**src/rtl/signed_seq_divider.sv**
```systemverilog
// signed_seq_divider: sequential signed divider, restoring algorithm, one
// quotient bit per clock. Divides a 2N-bit signed dividend by an N-bit signed
// divisor. The quotient truncates toward zero and the remainder takes the
// sign of the dividend. Results and flags hold until the next operation ends.
module signed_seq_divider #(
    parameter int N = 4
) (
    input  logic             i_clk,
    input  logic             i_rst_n,
    input  logic             start,
    input  logic [2*N-1:0]   op_dividend,
    input  logic [N-1:0]     op_divisor,
    output logic [2*N-1:0]   o_quotient,
    output logic [N-1:0]     o_remainder,
    output logic             o_assert_done,
    output logic             o_busy,
    output logic             o_div_zero,
    output logic             o_ovf
);

    localparam int              CW        = $clog2(2*N) + 1;
    localparam logic [CW-1:0]   LAST_STEP = CW'(2*N - 1);
    localparam logic [2*N-1:0]  DVD_MIN   = {1'b1, {(2*N-1){1'b0}}};

    typedef enum logic [1:0] {
        IDLE = 2'd0,
        CALC = 2'd1,
        FIX  = 2'd2
    } state_t;

    state_t          state_q,      state_d;
    // Partial remainder. Between steps it is always below |divisor| <= 2^(N-1),
    // so N bits hold it; the extra compare bit exists only in a_sh below.
    logic [N-1:0]    a_q,          a_d;
    logic [2*N-1:0]  q_q,          q_d;
    logic [N-1:0]    d_q,          d_d;
    logic [CW-1:0]   cnt_q,        cnt_d;
    logic            dvd_neg_q,    dvd_neg_d;
    logic            dvs_neg_q,    dvs_neg_d;
    logic            dz_pend_q,    dz_pend_d;
    logic            ovf_pend_q,   ovf_pend_d;
    logic [2*N-1:0]  quot_q,       quot_d;
    logic [N-1:0]    rem_q,        rem_d;
    logic            done_q,       done_d;
    logic            dz_q,         dz_d;
    logic            ovf_q,        ovf_d;

    // Magnitudes of the operands. The most negative value maps to its
    // unsigned magnitude (e.g. 8'h80 -> 128), which still fits the width.
    logic [2*N-1:0]  dvd_abs;
    logic [N-1:0]    dvs_abs;
    assign dvd_abs = op_dividend[2*N-1] ? -op_dividend : op_dividend;
    assign dvs_abs = op_divisor[N-1]    ? -op_divisor  : op_divisor;

    // One restoring step: shift {A,Q} left by one, then trial-subtract D.
    logic [N:0]      a_sh;
    logic            step_ge;
    logic [N-1:0]    step_diff;
    assign a_sh      = {a_q, q_q[2*N-1]};
    assign step_ge   = (a_sh >= {1'b0, d_q});
    // When the subtraction succeeds the result is below D, so its low N bits
    // are exact even though a_sh itself needs N+1 bits.
    assign step_diff = a_sh[N-1:0] - d_q;

    // Next-state and datapath update for the IDLE/CALC/FIX sequence.
    always_comb begin
        state_d    = state_q;
        a_d        = a_q;
        q_d        = q_q;
        d_d        = d_q;
        cnt_d      = cnt_q;
        dvd_neg_d  = dvd_neg_q;
        dvs_neg_d  = dvs_neg_q;
        dz_pend_d  = dz_pend_q;
        ovf_pend_d = ovf_pend_q;
        quot_d     = quot_q;
        rem_d      = rem_q;
        done_d     = 1'b0;
        dz_d       = dz_q;
        ovf_d      = ovf_q;

        case (state_q)
            IDLE: begin
                if (start) begin
                    q_d        = dvd_abs;
                    d_d        = dvs_abs;
                    a_d        = '0;
                    cnt_d      = '0;
                    dvd_neg_d  = op_dividend[2*N-1];
                    dvs_neg_d  = op_divisor[N-1];
                    dz_pend_d  = (op_divisor == '0);
                    ovf_pend_d = (op_dividend == DVD_MIN) && (op_divisor == '1);
                    // A zero divisor skips the iteration and finishes next edge.
                    state_d    = (op_divisor == '0) ? FIX : CALC;
                end
            end
            CALC: begin
                if (step_ge) begin
                    a_d = step_diff;
                    q_d = {q_q[2*N-2:0], 1'b1};
                end else begin
                    a_d = a_sh[N-1:0];
                    q_d = {q_q[2*N-2:0], 1'b0};
                end
                cnt_d = cnt_q + 1'b1;
                if (cnt_q == LAST_STEP) begin
                    state_d = FIX;
                end
            end
            FIX: begin
                done_d  = 1'b1;
                state_d = IDLE;
                if (dz_pend_q) begin
                    quot_d = '0;
                    rem_d  = '0;
                    dz_d   = 1'b1;
                    ovf_d  = 1'b0;
                end else begin
                    // -128/-1 gives magnitude 128 with equal signs, which
                    // naturally wraps to 8'h80; ovf_pend_q flags that case.
                    quot_d = (dvd_neg_q ^ dvs_neg_q) ? -q_q : q_q;
                    rem_d  = dvd_neg_q ? -a_q : a_q;
                    dz_d   = 1'b0;
                    ovf_d  = ovf_pend_q;
                end
            end
            default: begin
                state_d = IDLE;
            end
        endcase
    end

    // State and datapath registers; reset aborts any operation in flight.
    always_ff @(posedge i_clk or negedge i_rst_n) begin
        if (!i_rst_n) begin
            state_q    <= IDLE;
            a_q        <= '0;
            q_q        <= '0;
            d_q        <= '0;
            cnt_q      <= '0;
            dvd_neg_q  <= 1'b0;
            dvs_neg_q  <= 1'b0;
            dz_pend_q  <= 1'b0;
            ovf_pend_q <= 1'b0;
            quot_q     <= '0;
            rem_q      <= '0;
            done_q     <= 1'b0;
            dz_q       <= 1'b0;
            ovf_q      <= 1'b0;
        end else begin
            state_q    <= state_d;
            a_q        <= a_d;
            q_q        <= q_d;
            d_q        <= d_d;
            cnt_q      <= cnt_d;
            dvd_neg_q  <= dvd_neg_d;
            dvs_neg_q  <= dvs_neg_d;
            dz_pend_q  <= dz_pend_d;
            ovf_pend_q <= ovf_pend_d;
            quot_q     <= quot_d;
            rem_q      <= rem_d;
            done_q     <= done_d;
            dz_q       <= dz_d;
            ovf_q      <= ovf_d;
        end
    end

    assign o_quotient    = quot_q;
    assign o_remainder   = rem_q;
    assign o_assert_done = done_q;
    assign o_busy        = (state_q == CALC) || (state_q == FIX);
    assign o_div_zero    = dz_q;
    assign o_ovf         = ovf_q;

endmodule

```
**config.mk**
```make
export PLATFORM = sky130hd
export DESIGN_NAME = signed_seq_divider
export DESIGN_NICKNAME = d
export VERILOG_FILES = /design/src/rtl/signed_seq_divider.sv
export SDC_FILE = /design/constraint.sdc
export NUM_CORES = 1
export LEC_CHECK = 0
export CELL_PAD_IN_SITES_DETAIL_PLACEMENT = 1
export CELL_PAD_IN_SITES_GLOBAL_PLACEMENT = 1
export CORE_AREA = 2 2 59 83
export CTS_BUF_LIST = sky130_fd_sc_hd__clkbuf_8
export CTS_CLUSTER_DIAMETER = 80
export CTS_CLUSTER_SIZE = 8
export DETAILED_ROUTE_END_ITERATION = 8
export DIE_AREA = 0 0 61 85
export DONT_BUFFER_PORTS = 1
export PLACE_DENSITY = 0.95
export SLEW_MARGIN = 20
export SYNTH_ARGS = -nofsm -noshare
export SYNTH_HDL_FRONTEND = slang
export SYNTH_SLANG_ARGS = --single-unit
```
**constraint.sdc**
```tcl
create_clock -name i_clk -period 3.3 [get_ports i_clk]
set_input_delay 0.99 -clock i_clk [delete_from_list [all_inputs] [get_ports i_clk]]
set_output_delay 0.99 -clock i_clk [all_outputs]
set_load 0.01 [all_outputs]
```
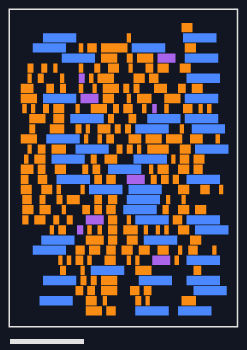
**Above:** cell classes on the final placement.
Bar = 20 um.
[orange] combinational and other logic | cells: 188
[purple] clock drivers and dummy loads | cells: 8
[blue] sequential cells | cells: 41

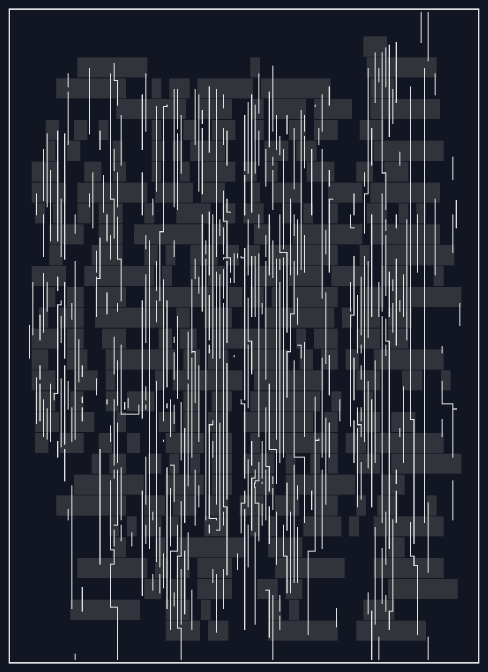
**Above:** the metal 2 layer.
wire length on this layer: 2720 um
nets with wire on the layer: 232

==> out/results.ini <==
[worst_setup_path]
worstPathArrival_ps = 2440
cp-start-kind = register
crit_chain = inv_1 > ha_1 > mux2i_2 > nor2_1 > mux2_2 > a22o_1
reg2reg_to = cnt_q[2]
cp_top_family = multiplexers
rr_startpoint = state_q[0]
worst_path_max_delay_cell = mux2i_2

[logic_synthesis]
area_leaders = dfrtp_1, ha_1, xnor2_1, nand2_1, o21ai_0
syn_avg_cell_area_um2 = 9.93
numSynthFlops = 41
yosys_warnings = 0
ys_sh_aoi_pct = 17.8
yosys.area.top_type = dfrtp_1
ys_sh_mux_pct = 4.59
yosys.stat.seqShare_pct = 43.2
postSynthCellCount = 239
syn_nets = 268
flop_cell = dfrtp_1
ys_sh_adder_pct = 7.70
top_cells_by_count = dfrtp_1, nand2_1, inv_1
synthTopLogicFamily = AND-OR/OR-AND gates
async_reset_ff_share_pct = 100

[global_route]
grt.total_usage_pct = 22.5
grt_antenna_before_repair = 0
grt_overflow_total = 0

[final_layout]
buffers = 0
finalNetCount = 265
antenna_cells = 0
clkbuf_count = 5
comb_share_pct = 49.5
fillCellCount = 529
inv_count = 18
fin_cells = 299
area_delta_synth_final_pct = 4.64
seqCellArea_mm2 = 0.00103
drive_gt1_share_pct = 8.44
largestClassByArea = multi-input combinational cells
layout_top_cell = dfrtp_1
combGateArea_mm2 = 0.00123
buf_share_pct = 0

[sta]
finalWorstSetupSlack_ps = 1050
fin_crit_sh_pct = 68.0
skew_ps = 3.30
setup_viol = 0
hold_violations = 0
whs_ps = 378
rsz0062_at_grt = no

[power]
p_switching_mw = 1.10
clock_power_uw = 318
power.internal_mw = 1.39
power.density_mw_per_mm2 = 1000
ir_worst_vdd_v = 0.000337
powerComb_mw = 1.23
pwr-share-clk_pct = 12.8
p_leak_nw = 1.08
comb_power_share_pct = 49.4

[clock_network]
postCtsSetupRepairBufs = 0
cts_buffers = 5
root_buffer = clkbuf_8
cts_max_level = 2
cts_hold_buf = 0

[drt]
drt_iter0_drc = 49
ant_nets = 0
vias_per_cell = 5.79
drc = 0
firstDrtPassIters = 4

[flow_run]
drv_cap = 0

[floorplan]
core_area_mm2 = 0.00446
tapCellCount = 62

[run_status]
run_status = finished clean

[placed_design]
placed_cell_area_mm2 = 0.00240

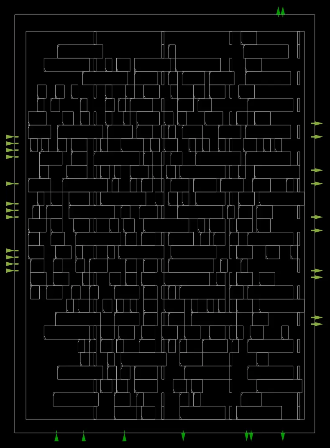
**Above:** cell placement.
row count: 29
flop count: 41
Seq area share: 41.3%
final core occ: 55.6%

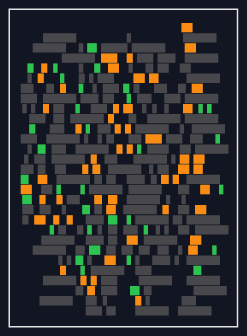
**Above:** gate-type map.
[green] nand cells | cells: 34
[orange] aoi and oai cells | cells: 53

==> metal layers <==
layer	global-route usage [%]	part of all wire, %	up-vias	wire length [um]
met3	4.88	3.8	4	195
met5	0	0	-	0
li1	-	-	843	-
met2	38.2	52	46	2720
met4	7.71	1.4	0	72
met1	27.4	42	837	2190
==> registers in the layout (all words and copies together) (netlist names), 2 cells and up <==
signal	flops
d_q	4
state_q	2
o_remainder	4
cnt_q	4
q_q	8
o_quotient	8
a_q	4
==> worst max-delay path by stage <==
stage	cells after the start	from	slack [ps]	endpoint
floorplan	6	op_divisor[0]	1330	state_q[0]
global route	6	state_q[0]	880	cnt_q[2]
global placement	4	start	1150	cnt_q[2]
detailed placement	4	start	1080	cnt_q[2]
CTS	6	state_q[0]	1070	cnt_q[2]
finish	6	state_q[0]	1050	cnt_q[2]
Power figures rest on the tool's default switching activity, not on a simulated workload.
